===== src/rtl/mem_arbiter.sv =====
// mem_arbiter
//   Arbitrates cache instruction-fill (I) and data-access (D) miss traffic onto
//   one single-ported, fixed-latency backing memory. Unprivileged D writes below
//   RESERVED_AREA are rejected with d_err and never reach memory.
//
// Ports
//   clk, rst            clock; asynchronous active-low reset
//   i_req/i_addr        instruction read request (held until i_ack)
//   i_ack/i_rdata       one-cycle completion pulse with read data
//   d_req/d_we/d_priv   data request, write enable, privileged access
//   d_addr/d_wdata      data address and write data
//   d_ack/d_rdata/d_err one-cycle completion pulse, read data, blocked-write flag
//   mem_re/mem_we       one-cycle memory command strobes (never both)
//   mem_addr/mem_wdata  memory address / write data, valid with the strobe
//   mem_rdata           memory read data, valid MEM_LAT cycles after mem_re
//   busy                high whenever the arbiter is not idle
module mem_arbiter #(
  parameter logic [15:0] RESERVED_AREA = 16'h1000,
  parameter int unsigned MEM_LAT       = 3
) (
  input  logic        clk,
  input  logic        rst,
  input  logic        i_req,
  input  logic [15:0] i_addr,
  output logic        i_ack,
  output logic [15:0] i_rdata,
  input  logic        d_req,
  input  logic        d_we,
  input  logic        d_priv,
  input  logic [15:0] d_addr,
  input  logic [15:0] d_wdata,
  output logic        d_ack,
  output logic [15:0] d_rdata,
  output logic        d_err,
  output logic        mem_re,
  output logic        mem_we,
  output logic [15:0] mem_addr,
  output logic [15:0] mem_wdata,
  input  logic [15:0] mem_rdata,
  output logic        busy
);

  typedef enum logic [1:0] {IDLE, ISSUE, WAIT, DONE} state_t;

  localparam logic [3:0] LAT_LOAD = 4'(MEM_LAT - 1);

  state_t      state_q, state_d;
  logic [3:0]  cnt_q, cnt_d;
  logic        cbit_q, cbit_d;      // I side lost the last contended arbitration
  logic        side_i_q, side_i_d;  // 1 = I side granted
  logic        we_q, we_d;

  logic        i_ack_q, i_ack_d;
  logic [15:0] i_rdata_q, i_rdata_d;
  logic        d_ack_q, d_ack_d;
  logic [15:0] d_rdata_q, d_rdata_d;
  logic        d_err_q, d_err_d;
  logic        mem_re_q, mem_re_d;
  logic        mem_we_q, mem_we_d;
  logic [15:0] mem_addr_q, mem_addr_d;
  logic [15:0] mem_wdata_q, mem_wdata_d;
  logic        busy_q, busy_d;

  logic        grant_i;
  logic        blocked;
  logic        gnt_we;
  logic [15:0] gnt_addr;

  always_comb begin
    state_d     = state_q;
    cnt_d       = cnt_q;
    cbit_d      = cbit_q;
    side_i_d    = side_i_q;
    we_d        = we_q;
    i_rdata_d   = i_rdata_q;
    d_rdata_d   = d_rdata_q;
    i_ack_d     = 1'b0;
    d_ack_d     = 1'b0;
    d_err_d     = 1'b0;
    mem_re_d    = 1'b0;
    mem_we_d    = 1'b0;
    mem_addr_d  = '0;
    mem_wdata_d = '0;
    grant_i     = i_req && (!d_req || cbit_q);
    gnt_we      = !grant_i && d_we;
    gnt_addr    = grant_i ? i_addr : d_addr;
    blocked     = !grant_i && d_we && !d_priv && (d_addr < RESERVED_AREA);

    unique case (state_q)
      IDLE: begin
        if (i_req || d_req) begin
          side_i_d = grant_i;
          we_d     = gnt_we;
          if (grant_i)    cbit_d = 1'b0;
          else if (i_req) cbit_d = 1'b1;
          if (blocked) begin
            // Rejected write skips the memory entirely and completes next cycle.
            state_d = DONE;
            d_ack_d = 1'b1;
            d_err_d = 1'b1;
          end else begin
            // Command outputs are registered, so they are loaded on the grant
            // edge and appear exactly during the ISSUE cycle.
            state_d     = ISSUE;
            mem_re_d    = !gnt_we;
            mem_we_d    = gnt_we;
            mem_addr_d  = gnt_addr;
            mem_wdata_d = gnt_we ? d_wdata : '0;
          end
        end
      end
      ISSUE: begin
        state_d = WAIT;
        cnt_d   = LAT_LOAD;
      end
      WAIT: begin
        if (cnt_q != '0) begin
          cnt_d = cnt_q - 4'd1;
        end else begin
          state_d = DONE;
          if (side_i_q) begin
            i_ack_d   = 1'b1;
            i_rdata_d = mem_rdata;
          end else begin
            d_ack_d = 1'b1;
            if (!we_q) d_rdata_d = mem_rdata;
          end
        end
      end
      DONE: begin
        state_d = IDLE;
      end
      default: state_d = IDLE;
    endcase

    busy_d = (state_d != IDLE);
  end

  always_ff @(posedge clk or negedge rst) begin
    if (!rst) begin
      state_q     <= IDLE;
      cnt_q       <= '0;
      cbit_q      <= 1'b0;
      side_i_q    <= 1'b0;
      we_q        <= 1'b0;
      i_ack_q     <= 1'b0;
      i_rdata_q   <= '0;
      d_ack_q     <= 1'b0;
      d_rdata_q   <= '0;
      d_err_q     <= 1'b0;
      mem_re_q    <= 1'b0;
      mem_we_q    <= 1'b0;
      mem_addr_q  <= '0;
      mem_wdata_q <= '0;
      busy_q      <= 1'b0;
    end else begin
      state_q     <= state_d;
      cnt_q       <= cnt_d;
      cbit_q      <= cbit_d;
      side_i_q    <= side_i_d;
      we_q        <= we_d;
      i_ack_q     <= i_ack_d;
      i_rdata_q   <= i_rdata_d;
      d_ack_q     <= d_ack_d;
      d_rdata_q   <= d_rdata_d;
      d_err_q     <= d_err_d;
      mem_re_q    <= mem_re_d;
      mem_we_q    <= mem_we_d;
      mem_addr_q  <= mem_addr_d;
      mem_wdata_q <= mem_wdata_d;
      busy_q      <= busy_d;
    end
  end

  assign i_ack     = i_ack_q;
  assign i_rdata   = i_rdata_q;
  assign d_ack     = d_ack_q;
  assign d_rdata   = d_rdata_q;
  assign d_err     = d_err_q;
  assign mem_re    = mem_re_q;
  assign mem_we    = mem_we_q;
  assign mem_addr  = mem_addr_q;
  assign mem_wdata = mem_wdata_q;
  assign busy      = busy_q;

endmodule


===== config.mk =====
export PLATFORM = sky130hd
export DESIGN_NAME = mem_arbiter
export DESIGN_NICKNAME = d
export VERILOG_FILES = /design/src/rtl/mem_arbiter.sv
export SDC_FILE = /design/constraint.sdc
export NUM_CORES = 1
export LEC_CHECK = 0
export CAP_MARGIN = 5
export CORE_MARGIN = 1.5
export CORE_UTILIZATION = 35
export CTS_BUF_LIST = sky130_fd_sc_hd__clkbuf_2 sky130_fd_sc_hd__clkbuf_4 sky130_fd_sc_hd__clkbuf_8
export DETAILED_ROUTE_END_ITERATION = 10
export GPL_TIMING_DRIVEN = 0
export PLACE_DENSITY = 0.78
export SLEW_MARGIN = 25
export SYNTH_ARGS = -nofsm -noshare
export SYNTH_HDL_FRONTEND = slang
export SYNTH_SLANG_ARGS = --single-unit

===== constraint.sdc =====
create_clock -name clk -period 2.4 [get_ports clk]
set_input_delay 0.48 -clock clk [delete_from_list [all_inputs] [get_ports clk]]
set_output_delay 0.48 -clock clk [all_outputs]
set_load 0.01 [all_outputs]

Run 1, I/O pins on the die edge:
Pins as bars across the die edge, other pins in grey.
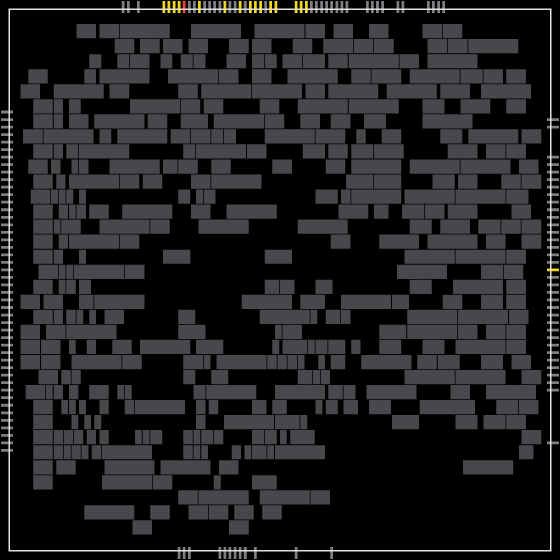
| colour | port | pins | direction | edge |
|---|---|---|---|---|
| yellow | mem_wdata | 16 | output | 15 top, 1 right |
| red | mem_we | 1 | output | top |
DIE WIDTH: 97.7 um
Die Span Y: 97.7 um
buffers added on ports: 138

Run 1, metal layers overlaid:
Two of the layers only.
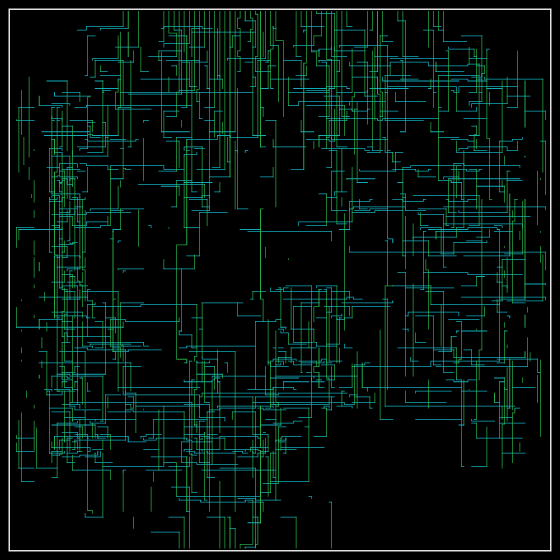
| colour | layer | wire length |
|---|---|---|
| cyan | met1 | 3030 um |
| green | met2 | 3840 um |
Tot GR Track Use: 16.0%
overall via count from detail_route: 2392

Run 1, gate families picked out:
Bar = 20 um.
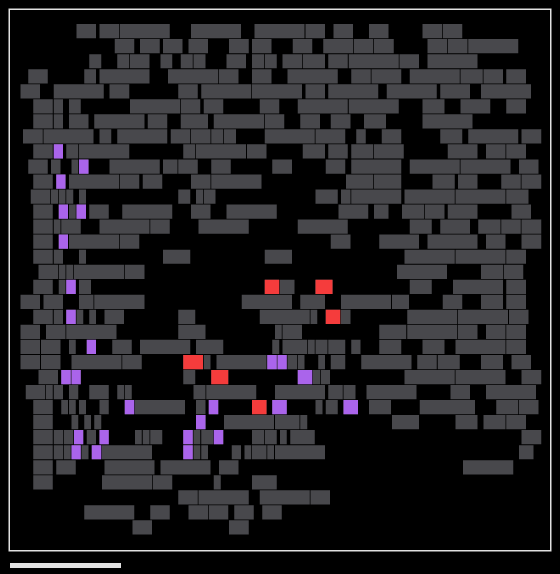
| colour | family | cells |
|---|---|---|
| purple | inverting AOI/OAI gates | 26 |
| red | AND-OR and OR-AND gates | 6 |
multi-input logic portion of the cell area: 22.0%
final std cells w/o fill: 509

Run 1, register map, names as in the netlist:
Bar = 20 um.
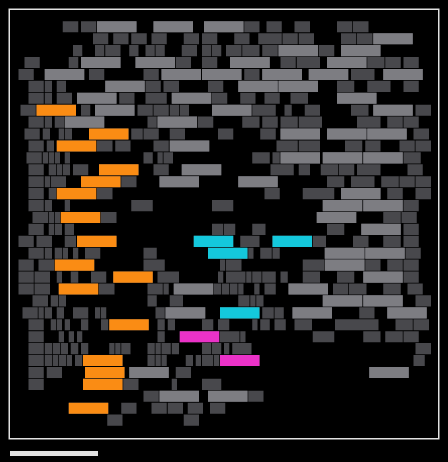
| colour | name in the netlist | flops |
|---|---|---|
| magenta | state_q | 2 |
| orange | mem_addr | 16 |
| cyan | cnt_q | 4 |
not coloured: 57
Storage cell area: 0.00198 mm^2
share of the core filled with cells: 55.7%

==> impl_metrics.csv, run 1 <==
group,metric,value,unit
synthesis,fp_nets,322,
synthesis,post_synth_main_logic_family,"simple AND/OR/NAND/NOR gates",
detailed_routing,routed-wl-met2,3.84,mm
timing,timing.clock.skew,0.0152,ns
cts,clock_slew_at_the_register_clock_pins_of_the_worst_setup_and_hold_paths,0.09,ns
detailed_routing,detail_route.drc_violations,0,
finish,clkbuf_count,9,
outcome,run_status,"finished clean",
power_and_ir_drop,power_combinational,1.91,mW
grt,grt.met2_usage,28.3,%
place,place_congestion,0.798,
die,taps,108,
timing,tightestPinTransition,0.716,ns
die,placement_row_count,34,
detailed_routing,detail_route.wirelength,7.49,mm
place,dpl-instance-area,0.00468,mm^2
power_and_ir_drop,pwr.group.clock,0.897,mW
timing,fin_hold_viols,0,
finish,cell_area_after_layout,0.00485,mm^2
power_and_ir_drop,combinationalPowerShare,40.1,%
synthesis,asyncSetResetFlopFracSynth,100,%
synthesis,post_synth_inst_count,247,
cts,postCtsSetupBuffers,0,
detailed_routing,firstDrtPassIters,4,
setup_path,crit-reg2reg-launch,"cnt_q[0]",
worst_hold_path,holdCritPathClass,"in -> async",
finish,finalNetCount,471,
power_and_ir_drop,power.density_cell_area,981,mW/mm^2
timing,setup_total_negative_slack,0,ns
synthesis,netlist-cell-type-count,33,
finish,non_clock_buffer_area_share,30.5,%
cts,cts_repair_resize_count,0,
detailed_routing,detail_route.iter0.violations,73,
synthesis,simple_gate_area_share_of_the_yosys_netlist,13.0,%
detailed_routing,route.detailed.vias_per_inst,4.70,
finish,multi_input_comb_area,0.00107,mm^2
timing,postLayoutSetupSlackWorst,0.138,ns
synthesis,yosysTopAreaCell,"dfrtp_1",
power_and_ir_drop,vdd.ir_drop.worst,0.000406,V
cts,tritoncts.num_buffers,9,
synthesis,synthDominantCellAreaShare,63.0,%
grt,antenna_violations_before_repair,0,
grt,grt_pass1_vias,2467,
cts,max-clock-path-buffers,2,
die,fp_util,36.0,%
setup_path,critical_path.max_stage_delay,0.41,ns
finish,top_area_cell_class,"registers",
place,post-dp-hpwl,5.68,mm
cts,tritoncts_num_sinks,79,
setup_path,timing.critical_path.buf_inv,4,
finish,layout_top_cells_excl_fill_tap,"137 x clkdlybuf4s50_1, 79 x dfrtp_1, 30 x nand2_1",
finish,flops,79,
synthesis,postSynthRegisterBits,79,
setup_path,cp_top_family,"simple AND/OR/NAND/NOR gates",
grt,groute.layer.met1.usage,17.9,%
timing,setup_repair_after_global_routing_missed_its_margin,"false",
flow_run,timing.max_cap.violations,0,
flow_run,warnings,29,
power_and_ir_drop,power,4.76,mW
power_and_ir_drop,share_clk_of_total_power,18.8,%
finish,sh_seq_area,40.7,%
setup_path,critical_path_arrival,2.49,ns
power_and_ir_drop,power.share.sequential,41.1,%
power_and_ir_drop,netSwitchingPower,1.49,mW
setup_path,timing_worst_setup_path_type,"reg -> reg",
synthesis,flip_flops_with_a_built_in_enable,0,
[run 1: through the flow]
step	hold WS, ns	cells
after floorplan	0.184	247
after global placement	0.486	493
after detailed placement	0.470	494
after CTS	0.0875	509
after global routing	0.110	509
final	0.0989	509
[run 1: synthesized netlist by cell type (all sizes together) (3+ instances only)]
cell type  number
a21oi          20
and2           17
buf             4
clkbuf         10
dfrtp          79
ha              5
inv             4
mux2           32
nand2          30
nand3          13
nor3            3
o21ai           3
or3             3
[run 1: worst paths after layout]
check | cells after the start | end
setup / recovery | 8 | d_rdata[6]
hold / removal | 1 | d_rdata[3]
setup reg to reg | 8 | d_rdata[6]
hold reg to reg | 1 | d_rdata[1]
max in group asynchronous | 2 | mem_addr[6]
min in group clk | 3 | cbit_q
==> run 1 -> run 2 <==
--- a/config.mk
+++ b/config.mk
@@ -5,6 +5,7 @@
 export SDC_FILE = /design/constraint.sdc
 export NUM_CORES = 1
 export LEC_CHECK = 0
+export ABC_CLOCK_PERIOD_IN_PS = 2400
 export CAP_MARGIN = 5
 export CORE_MARGIN = 1.5
 export CORE_UTILIZATION = 35
Run 2, gate families picked out:
Bar = 20 um.
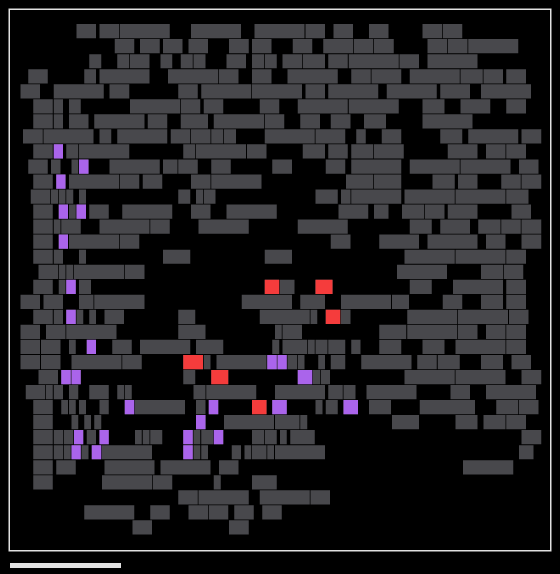
| colour | family | cells |
|---|---|---|
| purple | inverting AOI/OAI gates | 26 |
| red | AND-OR and OR-AND gates | 6 |
dominant logic cell type in the layout: clkdlybuf4s50_1

Run 2, register map, names as in the netlist:
Bar = 20 um.
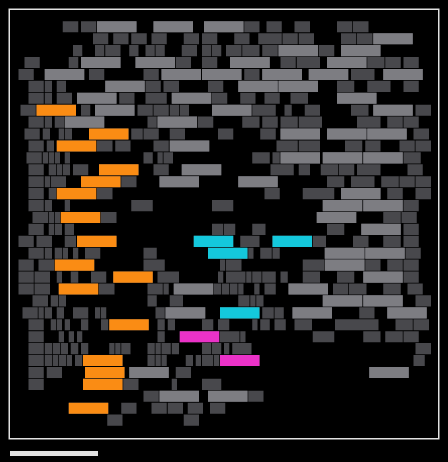
| colour | name in the netlist | flops |
|---|---|---|
| magenta | state_q | 2 |
| orange | mem_addr | 16 |
| cyan | cnt_q | 4 |
flip-flop and latch power: 1.95 mW
Seq/total area: 40.7%

==> impl_metrics.csv, run 2 <==
group,metric,value,unit
outcome,run_status,"finished clean",
detailed_routing,route.detailed.vias_per_inst,4.70,
synthesis,netlist-cell-type-count,33,
timing,timing.clock.skew,0.0152,ns
synthesis,ys_top_cells_by_count,"79 x dfrtp_1, 30 x nand2_1, 22 x mux2_2",
grt,grt_pass1_vias,2467,
finish,multi_input_comb_area,0.00107,mm^2
die,fp_util,36.0,%
finish,cell_area_after_layout,0.00485,mm^2
detailed_routing,overall_via_count_from_detail_route,2392,
finish,top_area_cell_class,"registers",
finish,final-seq-area,0.00198,mm^2
synthesis,synthMostInstantiatedCell,"dfrtp_1",
flow_run,warnings,29,
place,dpl-instance-area,0.00468,mm^2
power_and_ir_drop,power.share.sequential,41.1,%
cts,tritoncts_num_sinks,79,
finish,finalNetCount,471,
power_and_ir_drop,share_clk_of_total_power,18.8,%
place,post_placement_cell_count,494,
die,fp.dieW,97.7,um
power_and_ir_drop,combinationalPowerShare,40.1,%
synthesis,yosysTopAreaCell,"dfrtp_1",
cts,tritoncts.num_buffers,9,
grt,groute.layer.met1.usage,17.9,%
synthesis,simple_gate_area_share_of_the_yosys_netlist,13.0,%
grt,antenna_violations_before_repair,0,
synthesis,fp_nets,322,
setup_path,timing_worst_setup_path_type,"reg -> reg",
synthesis,post_synth_main_logic_family,"simple AND/OR/NAND/NOR gates",
finish,final_std_cells_w_o_fill,509,
finish,fin_util,55.7,%
synthesis,postSynthRegisterBits,79,
finish,layout_top_cells_excl_fill_tap,"137 x clkdlybuf4s50_1, 79 x dfrtp_1, 30 x nand2_1",
setup_path,critical_path_arrival,2.49,ns
timing,setup_repair_after_global_routing_missed_its_margin,"false",
place,post-dp-hpwl,5.68,mm
die,taps,108,
grt,grt.met2_usage,28.3,%
setup_path,crit-reg2reg-launch,"cnt_q[0]",
detailed_routing,detail_route.wirelength,7.49,mm
power_and_ir_drop,netSwitchingPower,1.49,mW
timing,fin_hold_viols,0,
finish,non_clock_buffer_area_share,30.5,%
place,place_congestion,0.798,
timing,tightestPinTransition,0.716,ns
cts,clock_slew_at_the_register_clock_pins_of_the_worst_setup_and_hold_paths,0.09,ns
detailed_routing,detail_route.iter0.violations,73,
setup_path,critical_path.max_stage_delay,0.41,ns
worst_hold_path,holdCritPathClass,"in -> async",
==> run 2: final timing paths <==
check                               to
max in group asynchronous  mem_addr[6]
min in group clk                cbit_q
setup reg to reg            d_rdata[6]
hold / removal              d_rdata[3]
hold reg to reg             d_rdata[1]
setup / recovery            d_rdata[6]
==> run 2: critical path, delay by kind of cell (launching register included) <==
kind	cells	cell delay (ns)
fa+ha+maj	1	0.18
buf+inv	4	0.56
flops	1	0.41
mux	1	0.30
simple gates	2	0.70
==> run 2: power groups by stage <==
stage,clock network (mW),logic [mW],registers [mW]
after CTS,0.933,1.93,1.96
final,0.897,1.91,1.95
after global routing,0.983,2.07,2.02
after detailed placement,0,1.93,1.98
after global placement,0,1.87,1.97
after floorplan,0,0.717,2.13
Run 2, clock wiring as the flow saved it:
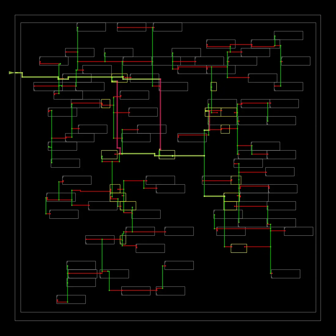

==> run 2 -> run 3 <==
--- a/config.mk
+++ b/config.mk
@@ -7,7 +7,6 @@
 export LEC_CHECK = 0
 export ABC_CLOCK_PERIOD_IN_PS = 2400
 export CAP_MARGIN = 5
-export CORE_MARGIN = 1.5
 export CORE_UTILIZATION = 35
 export CTS_BUF_LIST = sky130_fd_sc_hd__clkbuf_2 sky130_fd_sc_hd__clkbuf_4 sky130_fd_sc_hd__clkbuf_8
 export DETAILED_ROUTE_END_ITERATION = 10
Run 3, clock wiring as the flow saved it:
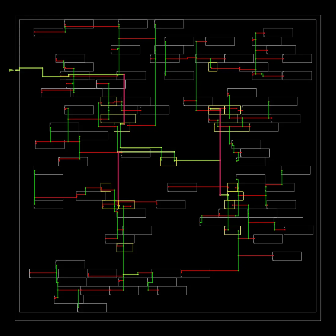
CTS sink cnt: 79
number of flip-flops and latches: 79

Run 3, register map, names as in the netlist:
Bar = 20 um.
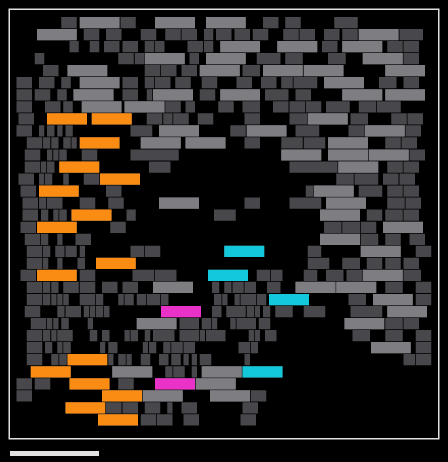
| colour | name in the netlist | flops |
|---|---|---|
| magenta | state_q | 2 |
| orange | mem_addr | 16 |
| cyan | cnt_q | 4 |
not coloured: 57
flip-flop and latch power: 1.96 mW
share of the core filled with cells: 56.5%
Seq/total area: 40.3%

==> impl_metrics.csv, run 3 <==
group,metric,value,unit
power_and_ir_drop,share_clk_of_total_power,22.7,%
finish,top_area_cell_class,"registers",
power_and_ir_drop,netSwitchingPower,1.47,mW
place,place.port_buffers,138,
finish,non_clock_buffer_area_share,30.1,%
power_and_ir_drop,power-top-group,"registers",
power_and_ir_drop,vdd.ir_drop.worst,0.000408,V
detailed_routing,routed-wl-met2,3.61,mm
timing,worst_hold_slack,0.108,ns
detailed_routing,detail_route.wirelength,7.35,mm
grt,grt.met2_usage,27.1,%
detailed_routing,detail_route.iter0.violations,70,
cts,max-clock-path-buffers,2,
power_and_ir_drop,p_leak,2.22,nW
cts,clock_slew_at_the_register_clock_pins_of_the_worst_setup_and_hold_paths,0.07,ns
power_and_ir_drop,pwr.group.clock,1.13,mW
setup_path,timing_worst_setup_path_type,"reg -> reg",
synthesis,synthDominantCellAreaShare,63.0,%
cts,postCtsSetupBuffers,0,
cts,cts_repair_resize_count,0,
detailed_routing,route.detailed.vias_per_inst,4.70,
setup_path,crit-reg2reg-launch,"cnt_q[0]",
timing,timing.clock.skew,0.0125,ns
setup_path,critical_path_arrival,2.51,ns
synthesis,post_synth_inst_count,247,
synthesis,netlist-cell-type-count,33,
die,fp_util,36.1,%
grt,groute.layer.met1.usage,19.6,%
synthesis,asyncSetResetFlopFracSynth,100,%
synthesis,fp_nets,322,
flow_run,timing.max_cap.violations,0,
synthesis,yosysTopAreaCell,"dfrtp_1",
setup_path,crit-reg2reg-capture,"d_rdata[6]",
finish,post_route_cells_drive_above_1_share,14.0,%
setup_path,endpoint,"d_rdata[6]",
synthesis,postSynthAreaPerCell,12.7,um^2
place,place_congestion,0.766,
place,post-dp-hpwl,5.59,mm
setup_path,r2r_cells,8,
grt,antenna_violations_before_repair,0,
synthesis,flip_flops_with_a_built_in_enable,0,
finish,clkbuf_count,11,
die,die_h,96.7,um
timing,tightestPinTransition,0.696,ns
die,placement_row_count,34,
power_and_ir_drop,power_combinational,1.91,mW
power_and_ir_drop,power.share.sequential,39.2,%
worst_hold_path,holdCritPathClass,"in -> async",
die,fp.dieW,96.7,um
synthesis,postSynthRegisterBits,79,
detailed_routing,overall_via_count_from_detail_route,2391,
finish,mostFrequentLayoutCell,"clkdlybuf4s50_1",
grt,grt_pass1_vias,2501,
flow_run,warnings,29,
detailed_routing,firstDrtPassIters,4,
timing,fin_hold_viols,0,
outcome,run_status,"finished clean",
detailed_routing,detail_route.drc_violations,0,
finish,final-seq-area,0.00198,mm^2
cts,tritoncts.num_buffers,9,
synthesis,post_synth_main_logic_family,"simple AND/OR/NAND/NOR gates",
grt,groute.usage.overall,16.2,%
synthesis,simple_gate_area_share_of_the_yosys_netlist,13.0,%
timing,setup_repair_after_global_routing_missed_its_margin,"false",
power_and_ir_drop,power.density_cell_area,1020,mW/mm^2
power_and_ir_drop,combinationalPowerShare,38.1,%
run 3: cell counts after synthesis:
No cell type changed its count.
run 3: cell families after synthesis:
family | after synthesis
buffers and inverters | 18
DFF | 79
adders and majority gates | 5
and+or+nand+nor | 80
AOI/OAI and AO/OA | 32
muxes | 33
run 3: critical path, stage by stage (launching register included):
cell and delay, ns:
dfrtp_1 0.41, inv_2 0.09, ha_1 0.17, or3b_1 0.36
buf_2 0.17, or3_1 0.37, buf_6 0.16, buf_12 0.15
mux2_4 0.30
run 3: metrics by stage:
stage                     setup TNS (ns)  area, um^2  cells  worst slack [ns]
after detailed placement          -0.145        4670    494           -0.0280
after floorplan                        0        3140    247             0.247
after CTS                              0        4900    509            0.0554
after global placement           -144.66        4650    493             -1.84
final                                  0        4900    509             0.104
after global routing                   0        4900    509            0.0147
Power figures rest on the tool's default switching activity, not on a simulated workload.
